`src/rtl/unidad_busqueda.sv`:
```
// -----------------------------------------------------------------------------
// unidad_busqueda
//
// Instruction-fetch sequencer. Holds the program counter, requests one 32-bit
// word at a time from instruction memory over a req/ack handshake and hands
// each fetched word downstream together with the address it came from. That
// address also feeds the branch-target adder, whose result comes back on
// result_suma as a redirect target.
//
// Parameters
//   ANCHO             address width in bits
//   PC_RESET          program counter after reset (4-byte aligned)
//
// Ports
//   clk               rising-edge clock
//   reset             asynchronous, active-high reset
//   salto_valido      redirect request, target on result_suma this cycle
//   result_suma       branch target from the adder
//   stall             downstream cannot take the delivered instruction
//   im_dir            address presented to instruction memory
//   im_req            memory request
//   im_ack            memory acknowledge, im_dato valid in the same cycle
//   im_dato           instruction word from memory
//   instruccion       delivered instruction
//   instr_valida      instruccion / bus_direccion_im are valid
//   bus_direccion_im  address of instruccion (adder operand)
//   error_alineacion  sticky flag: a redirect target was not word aligned
// -----------------------------------------------------------------------------
module unidad_busqueda #(
    parameter int               ANCHO    = 64,
    parameter logic [ANCHO-1:0] PC_RESET = '0
) (
    input  logic             clk,
    input  logic             reset,
    input  logic             salto_valido,
    input  logic [ANCHO-1:0] result_suma,
    input  logic             stall,
    output logic [ANCHO-1:0] im_dir,
    output logic             im_req,
    input  logic             im_ack,
    input  logic [31:0]      im_dato,
    output logic [31:0]      instruccion,
    output logic             instr_valida,
    output logic [ANCHO-1:0] bus_direccion_im,
    output logic             error_alineacion
);

    typedef enum logic [1:0] {
        INICIO   = 2'd0,
        PEDIR    = 2'd1,
        ENTREGAR = 2'd2,
        ERROR    = 2'd3
    } estado_t;

    estado_t          estado, estado_sig;
    logic             arranque;          // set on the first edge after reset
    logic [ANCHO-1:0] pc, pc_sig;
    logic [ANCHO-1:0] destino_pend, destino_sig;
    logic             pend, pend_sig;
    logic             capturar;          // latch im_dato and its address

    // A misaligned target wins over everything else in the same cycle.
    logic salto_desalineado;
    assign salto_desalineado = salto_valido && (result_suma[1:0] != 2'b00);

    // The memory address is the PC register itself, so it is a flop output.
    assign im_dir = pc;

    // -------------------------------------------------------------------------
    // State register
    // -------------------------------------------------------------------------
    // NOTE: sequential state uses non-blocking (<=) so every flop samples the
    // pre-edge values; the combinational blocks below use blocking (=).
    always_ff @(posedge clk or posedge reset) begin
        if (reset) begin
            estado   <= INICIO;
            arranque <= 1'b0;
        end else begin
            estado   <= estado_sig;
            arranque <= 1'b1;
        end
    end

    // -------------------------------------------------------------------------
    // Next-state logic
    // -------------------------------------------------------------------------
    // NOTE: every variable gets a default at the top of each always_comb so no
    // path leaves it unassigned, which would otherwise infer a latch.
    always_comb begin
        estado_sig = estado;
        case (estado)
            // Stay one full cycle after reset release, then start fetching.
            INICIO: begin
                if (salto_desalineado) estado_sig = ERROR;
                else if (arranque)     estado_sig = PEDIR;
            end
            // A redirect (latched or same-edge) turns the ack into a discard.
            PEDIR: begin
                if (salto_desalineado)                        estado_sig = ERROR;
                else if (im_ack && !(pend || salto_valido))   estado_sig = ENTREGAR;
            end
            // A redirect flushes the held word even under stall.
            ENTREGAR: begin
                if (salto_desalineado)              estado_sig = ERROR;
                else if (salto_valido || !stall)    estado_sig = PEDIR;
            end
            // Only reset leaves ERROR.
            ERROR:   estado_sig = ERROR;
            default: estado_sig = ERROR;
        endcase
    end

    // -------------------------------------------------------------------------
    // Datapath next values
    // -------------------------------------------------------------------------
    always_comb begin
        pc_sig      = pc;
        destino_sig = destino_pend;
        pend_sig    = pend;
        capturar    = 1'b0;
        if (!salto_desalineado) begin
            case (estado)
                PEDIR: begin
                    if (im_ack) begin
                        if (salto_valido) begin
                            // Newest target beats any older latched one.
                            pc_sig   = result_suma;
                            pend_sig = 1'b0;
                        end else if (pend) begin
                            pc_sig   = destino_pend;
                            pend_sig = 1'b0;
                        end else begin
                            capturar = 1'b1;
                            pc_sig   = pc + ANCHO'(4);   // wraps modulo 2^ANCHO
                        end
                    end else if (salto_valido) begin
                        // The request in flight must complete before the PC
                        // may move, so park the target until the ack arrives.
                        destino_sig = result_suma;
                        pend_sig    = 1'b1;
                    end
                end
                ENTREGAR: begin
                    if (salto_valido) pc_sig = result_suma;
                end
                default: ;
            endcase
        end
    end

    // -------------------------------------------------------------------------
    // Datapath and output registers
    // -------------------------------------------------------------------------
    always_ff @(posedge clk or posedge reset) begin
        if (reset) begin
            pc               <= PC_RESET;
            destino_pend     <= '0;
            pend             <= 1'b0;
            instruccion      <= '0;
            bus_direccion_im <= '0;
            im_req           <= 1'b0;
            instr_valida     <= 1'b0;
            error_alineacion <= 1'b0;
        end else begin
            pc           <= pc_sig;
            destino_pend <= destino_sig;
            pend         <= pend_sig;
            if (capturar) begin
                instruccion      <= im_dato;
                bus_direccion_im <= pc;
            end
            // Handshake flags are registered copies of the next state.
            im_req           <= (estado_sig == PEDIR);
            instr_valida     <= (estado_sig == ENTREGAR);
            error_alineacion <= (estado_sig == ERROR);
        end
    end

endmodule

```
`config.mk`:
```
export PLATFORM = sky130hd
export DESIGN_NAME = unidad_busqueda
export DESIGN_NICKNAME = d
export VERILOG_FILES = /design/src/rtl/unidad_busqueda.sv
export SDC_FILE = /design/constraint.sdc
export NUM_CORES = 1
export LEC_CHECK = 0
export CAP_MARGIN = 10
export CORE_MARGIN = 1
export CORE_UTILIZATION = 39
export CTS_CLUSTER_SIZE = 30
export DETAILED_ROUTE_END_ITERATION = 8
export GPL_TIMING_DRIVEN = 0
export HOLD_SLACK_MARGIN = 0.15
export MAX_ROUTING_LAYER = met4
export PLACE_DENSITY_LB_ADDON = 0.08
export SKIP_CTS_REPAIR_TIMING = 1
export SYNTH_ARGS = -nofsm -noshare
export SYNTH_HDL_FRONTEND = slang
export SYNTH_SLANG_ARGS = --single-unit
```
`constraint.sdc`:
```
create_clock -name clk -period 7.9 [get_ports clk]
set_input_delay 0.79 -clock clk [delete_from_list [all_inputs] [get_ports clk]]
set_output_delay 0.79 -clock clk [all_outputs]
set_load 0.02 [all_outputs]
```
==> ci_impl_report.md, run 1 <==
### Flow metrics

| Metric | Value |
|---|---|
| Number of enable flip-flop cells | 0 |
| CTS buffer count | 27 |
| CTS tree | yes |
| Relative slew slack | 16.5% |
| Floorplan core density | 39.7% |
| Worst-path clk slew | 0.06 ns |
| Detailed placement HPWL | 29900 um |
| Fin nets | 1547 |
| Non-filler instance count after layout | 1852 |
| First DRT Iteration DRCs | 1003 |
| HP Class | reg2reg |
| Antenna violations before repair | 2 |
| Area Growth Syn to Fin | 34.5% |
| Max-cap viol count | 0 |
| Drt pass-1 iters | 6 |
| Critical path required time | 8.31 ns |
| Most used DFF post-synth | dfrtp_1 |
| Core Util, Final | 53.5% |
| Detailed-route via count | 10700 |
| Htree depth | 1 |
| Hold Path Stages | 1 |
| Placed Cells | 1801 |
| Post-Syn Nets | 1250 |
| CP Cell Sequence | inv_1 > ha_1 > clkbuf_1 > or2_2 > clkbuf_1 > a211oi_1 > clkbuf_1 > clkbuf_1 > o21ai_0 > o2bb2ai_1 |
| Global route overflow | 0 |
| Distinct lib cells | 68 |
| Total Routing Usage GR | 28.1% |
| Synth warn | 0 |
| Worst Skew | 0.0101 ns |
| R2r startpoint | estado[0]$_DFF_PP0_ |
| Top post-synthesis cells by count | dfrtp_1 (231), mux2_2 (160), nand2_1 (92) |
| Sink Count | 231 |
| PD cells | 407 nW/um^2 |
| Antenna Nets Post-Route | 0 |
| Top-Level Pins | 264 |
| Average instance area after synthesis | 10.3 um^2 |
| Global-route wire length before repair | 64200 um |
| Most numerous cell in the Yosys netlist | dfrtp_1 |
| Leading area contributor after synthesis | dfrtp_1 |
| Tool warnings | 31 |
| Seq/Total Area, Yosys | 49.1% |
| Worst path bufs/invs | 5 |
| Top cells, area | dfrtp_1 (49%), mux2_2 (15%), nand2_1 (2.9%) |
| Core ar. | 29600 um^2 |
| Worst skew pair latency | 0.55 ns |
| Worst path top cell family by delay | buffers and inverters |
| Root Driver | clkbuf_16 |
| Largest net degree at the start of global routing | 107 |
| TNS Setup | 0 ns |
| Hold Path End | destino_pend[0]$_DFFE_PP0P_ |
| Final slew viol count | 0 |
| RSZ-0062 raised after global routing | false |
| Die width | 176 um |
| Post-layout period usage | 56.7% |
| DRC errors left | 0 |
| WP data arrival | 4.89 ns |
| I/O Buffers | 262 |
| Final Hold Viols | 0 |
| Slowest CP cell | a211oi_1 |
| Worst path max stage delay | 1.11 ns |
| Die span in y | 176 um |
| Ys async rst share | 100% |
| Hold_ws | 0.488 ns |
| Area leader share | 49.1% |
| Fmax | 223 MHz |
| Post-DR wirelength/cell | 22.8 um |
| Synthesized area | 11800 um^2 |
| Overall die area | 30900 um^2 |
| Vias in the first global route | 10400 |
| Share of cells above drive strength 1 | 15.1% |
| Cell Rows | 63 |
| # setup viols final | 0 |
| Critical path type | reg2reg |
| FF-to-FF End | im_dir[36]$_DFFE_PP0P_ |
| Vias per inst | 5.78 |
| Worst setup EP type | register |
| CP max FO | 10 |
| Post-layout minimum cycle time | 4.48 ns |
| Yosys cell count | 1144 |
| HP Start | destino_pend[0]$_DFFE_PP0P_ |
| Crit-path most repeated cell | clkbuf_1 |
| Status | finished clean |
| Drt total wl | 42300 um |
| Peak supply drop | 222 uV |
| Mapped Cells | 1144 |
| Gp weighted congestion | 0.924 |
| R2R depth | 10 |
| R2R Setup Slk | 3.42 ns |
| Crit path launch type | register |
| Chip area estimate from yosys synthesis | 11800 um^2 |
| Clock buffer depth | 3 |
| Ys flops | 231 |
| Tot Pwr | 6450 uW |
| P_leak | 0.00647 uW |
| Slew of the pin with the lowest slew margin | 1.24 ns |
-- run 1: sequential cells by signal, indices dropped and copies added (netlist names) --
register          flops
im_dir               64
im_req                1
instruccion          32
pend                  1
estado                2
instr_valida          1
destino_pend         64
arranque              1
error_alineacion      1
bus_direccion_im     64
-- run 1: worst register-to-register path, stage by stage (launching register included) --
cell,delay (ns)
dfrtp_1,0.42
inv_1,0.08
ha_1,0.19
clkbuf_1,0.22
or2_2,0.33
clkbuf_1,0.29
a211oi_1,1.11
clkbuf_1,0.69
clkbuf_1,0.63
o21ai_0,0.21
o2bb2ai_1,0.17
-- run 1: how the worst max path moves through the flow --
stage                         from                          endpoint  slack, ns  depth (start not counted)
4_1_cts        estado[0]$_DFF_PP0_            im_dir[36]$_DFFE_PP0P_       3.53                         10
5_1_grt        estado[0]$_DFF_PP0_            im_dir[36]$_DFFE_PP0P_       3.27                         10
2_1_floorplan                reset                arranque$_DFF_PP0_       0.78                          1
3_3_place_gp                 reset  bus_direccion_im[24]$_DFFE_PP0P_      -2.88                          2
3_5_place_dp        result_suma[0]            im_dir[36]$_DFFE_PP0P_       3.05                          8
6_report       estado[0]$_DFF_PP0_            im_dir[36]$_DFFE_PP0P_       3.42                         10
-- run 1: layout by cell type, fill, tap and decap left out, drive strengths merged, types with 10 or more instances in the layout --
cell type	Yosys	layout
and3	21	21
a21oi	67	67
o21ai	51	51
clkdlybuf4s50	0	262
buf	8	13
a31oi	15	15
clkbuf	72	113
nand2	92	92
a311oi	14	14
mux2i	12	12
nor2	69	69
xnor2	14	14
nor4	21	21
nor3	27	27
and4	14	14
mux2	160	160
and2	10	10
inv	26	27
dfrtp	231	231
nand3	60	60
nand4	24	24
o211ai	11	11
nand2b	13	13
-- run 1: layer usage --
layer | vias to the layer above | track usage, % | share of wire (%)
li1 | 4825 | - | -
met1 | 5285 | 38.7 | 44
met2 | 493 | 41.6 | 44
met3 | 102 | 5.28 | 8.1
met4 | 0 | 9.06 | 3.3
met5 | - | - | 0
-- run 1: through the flow --
step	cell area (um^2)	setup WS [ns]
CTS	15800	3.53
detailed placement	15000	3.05
finish	15800	3.42
floorplan	11800	0.777
global placement	14900	-2.88
global route	15800	3.27
-- run 1: power breakdown --
part,total [uW],switching [uW],internal [uW]
registers,2190,491,1700
clock network,1220,518,700
logic,3040,1670,1370
total,6450,2680,3770
-- run 1: layout make-up --
type	instances	area (um^2)
inverters	27	109
diodes	2	5.00
fillers	2733	13800
repair buffers	268	2710
flip-flops and latches	231	5780
plain buffers	80	303
multi-input cells	806	5610
clock buffers	40	805
well taps	390	488
clock inverters	8	46.3
-- run 1: cells by family after synthesis --
kind of cell | count (synthesis) | share of synthesized area (%)
AOI/OAI and AO/OA | 228 | 12.5
xor gates and xnor gates | 17 | 1.26
adders and majority gates | 5 | 0.531
buffers and inverters | 107 | 3.43
DFF | 231 | 49.1
muxes | 172 | 16.3
other | 1 | 0.0318
and+or+nand+nor | 383 | 16.8
**Run 1: sequential cells grouped by signal name**

Scale bar: 50 um.
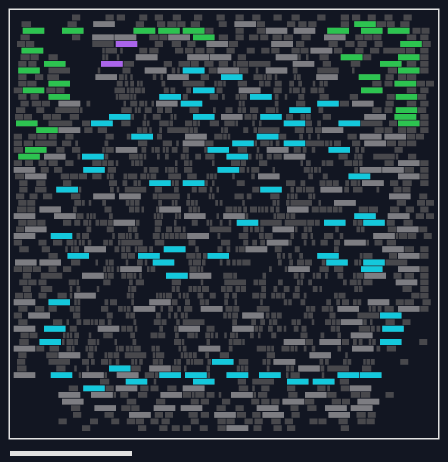
- cyan: destino_pend (sequential cells 64; where spread over the die)
- green: instruccion (sequential cells 32; where a horizontal strip, top)
- purple: estado (sequential cells 2)
- not colored: 133

**Run 1: nets reached from selected ports**

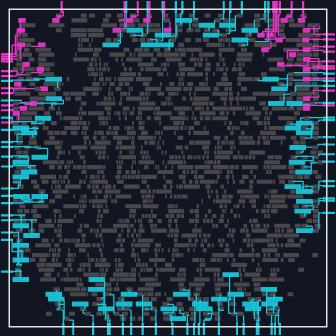
- magenta: im_dato (direction input; end cells 32; wire 503 um)
- cyan: bus_direccion_im (direction output; end cells 64; wire 1420 um)

**Run 1: metal layers overlaid**

Scale bar: 50 um.
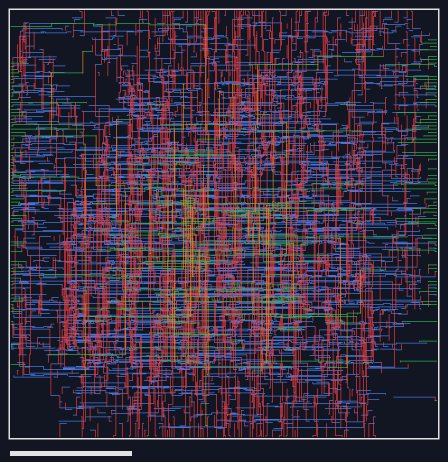
- orange: metal 4 (wire length 1410 um)
- green: metal 3 (wire length 3410 um)
- blue: metal 1 (wire length 18700 um)
- red: metal 2 (wire length 18800 um)

**Run 1: sizing map**

Scale bar: 50 um.
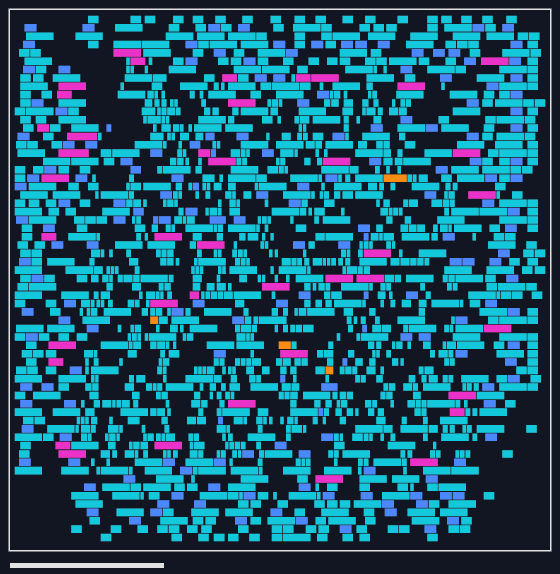

## Run 2: what changed since run 1
clock period = 4.6 ns   (was 7.9 ns; I/O delays follow)
**Run 2: sizing map**

Scale bar: 50 um.
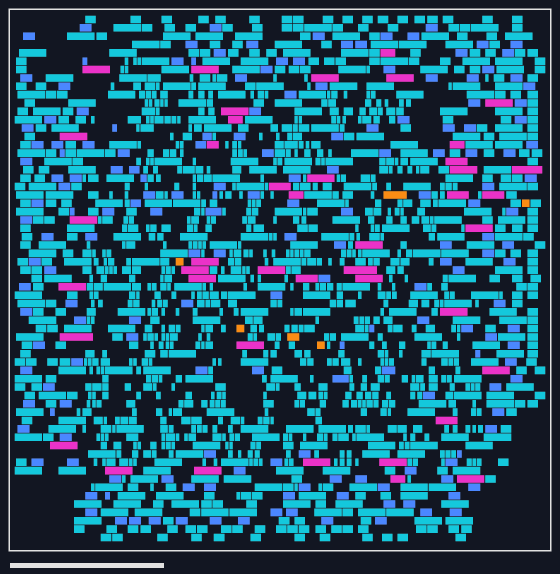
- blue: _2 cells (cells 180)
- cyan: _0 and _1 cells (cells 1237)
- magenta: _6 and larger (cells 42)
- orange: _3 and _4 cells (cells 6)

==> ci_impl_report.md, run 2 <==
### Flow metrics

| Metric | Value |
|---|---|
| Status | finished clean |
| DRC errors left | 0 |
| Internal cell power | 6550 uW |
| Crit-path most repeated cell | clkbuf_1 |
| Hold_ws | 0.338 ns |
| Number of enable flip-flop cells | 0 |
| Synth warn | 0 |
| CP Cell Sequence | inv_1 > ha_1 > clkbuf_1 > or2_2 > clkbuf_1 > a211oi_1 > clkbuf_2 > clkbuf_1 > clkbuf_1 > o21ai_0 > o2bb2ai_1 |
| Htree depth | 1 |
| CTS buffer count | 26 |
| Die width | 176 um |
| Fin nets | 1551 |
| Final Hold Viols | 0 |
| Die span in y | 176 um |
| Ys async rst share | 100% |
| CP max FO | 10 |
| Sink Count | 231 |
| Post-layout minimum cycle time | 4.36 ns |
| P_leak | 0.00651 uW |
| Worst-path clk slew | 0.06 ns |
| Relative slew slack | 28.9% |
| FILL cells | 2760 |
| Seq/Total Area, Yosys | 49.1% |
| Chip area estimate from yosys synthesis | 11800 um^2 |
| Clock share of power | 19.2% |
| Most numerous cell in the Yosys netlist | dfrtp_1 |
| I/O Buffers | 262 |
| CTS tree | yes |
| Gp weighted congestion | 0.944 |
| Vias in the first global route | 10500 |
| Floorplan core density | 39.7% |
| Antenna violations before repair | 2 |
| Core ar. | 29600 um^2 |
| First DRT Iteration DRCs | 1115 |
| Fmax | 229 MHz |
| Antenna Nets Post-Route | 0 |
| Largest net degree at the start of global routing | 41 |
| Worst setup path startpoint | estado[0]$_DFF_PP0_ |
| R2r startpoint | estado[0]$_DFF_PP0_ |
| Final slew viol count | 0 |
| Post-Syn Nets | 1250 |
| Part of the power in registers | 33.8% |
| Top-Level Pins | 264 |
| Top post-synthesis cells by count | dfrtp_1 (231), mux2_2 (160), nand2_1 (92) |
| Tot Pwr | 11100 uW |
| Top cells, area | dfrtp_1 (49%), mux2_2 (15%), nand2_1 (2.9%) |
| Overall die area | 30900 um^2 |
| Worst path top cell family by delay | buffers and inverters |
| Tool warnings | 29 |
| Cell Rows | 63 |
| Yosys cell count | 1144 |
| Post-DR wirelength/cell | 22.8 um |
| Ys flops | 231 |
| Total Routing Usage GR | 28.1% |
| Post-layout period usage | 94.8% |
| Critical path required time | 5.01 ns |
| Worst Skew | 0.0132 ns |
| WP data arrival | 4.77 ns |
| Drt total wl | 42400 um |
| Clock buffer depth | 3 |
| Detailed placement HPWL | 30500 um |
| HP Class | in2async |
| Gate power share | 47.0% |
| Share of cells above drive strength 1 | 15.6% |
-- run 2: cell counts after synthesis --
No cell type changed its count.
-- run 2: metrics by stage --
step	setup WS, ns	utilization [%]	cell area, um^2
2_1_floorplan	1.12	-	11800
3_3_place_gp	-0.975	50.3	14900
3_5_place_dp	0.0715	50.9	15100
4_1_cts	0.186	53.8	16000
5_1_grt	0.116	53.9	16000
6_report	0.237	53.9	16000
-- run 2: final cells by class --
type | count | area, um^2 | area share [%]
timing repair buffer | 273 | 2800 | 17.5
buffer | 80 | 303 | 1.90
inverter | 27 | 105 | 0.658
clock inverter | 12 | 115 | 0.721
multi-input combinational | 806 | 5610 | 35.2
tap | 390 | 488 | 3.06
sequential | 231 | 5780 | 36.2
antenna | 2 | 5.00 | 0.0313
clock buffer | 36 | 759 | 4.76
-- run 2: worst paths after layout --
check / end / cells after the start
min in group clk: destino_pend[1]$_DFFE_PP0P_ / 1
min reg2reg: destino_pend[1]$_DFFE_PP0P_ / 1
max in group asynchronous: instruccion[4]$_DFFE_PP0P_ / 5
max reg2reg: im_dir[36]$_DFFE_PP0P_ / 11
max: im_dir[36]$_DFFE_PP0P_ / 11
min: instruccion[16]$_DFFE_PP0P_ / 2
-- run 2: kinds of logic (layout without fill, tap and decap cells) --
| kind of cell | count (synthesis) | in the layout | share of synthesized area [%] |
|---|---|---|---|
| AOI/OAI and AO/OA | 228 | 228 | 12.5 |
| xor gates and xnor gates | 17 | 17 | 1.26 |
| adders and majority gates | 5 | 5 | 0.531 |
| buffers and inverters | 107 | 428 | 3.43 |
| DFF | 231 | 231 | 49.1 |
| muxes | 172 | 172 | 16.3 |
| other | 1 | 3 | 0.0318 |
| and+or+nand+nor | 383 | 383 | 16.8 |
-- run 2: power by group through the flow --
stage               combinational [uW]  sequential [uW]  clock (uW)
floorplan                         2200             4320           0
CTS                               5220             3750        2170
finish                            5240             3770        2140
detailed placement                5210             3780           0
global placement                  5140             3750           0
global route                      5570             3900        2260
-- run 2: layer usage --
| layer | global-route usage, % | vias up | routed length, um |
|---|---|---|---|
| li1 | - | 4832 | - |
| met1 | 38.1 | 5347 | 18400 |
| met2 | 41.6 | 563 | 18800 |
| met3 | 5.61 | 94 | 3850 |
| met4 | 9.89 | 0 | 1390 |
| met5 | - | - | 0 |
No activity file was given, so power comes from the tool's default toggle rates.
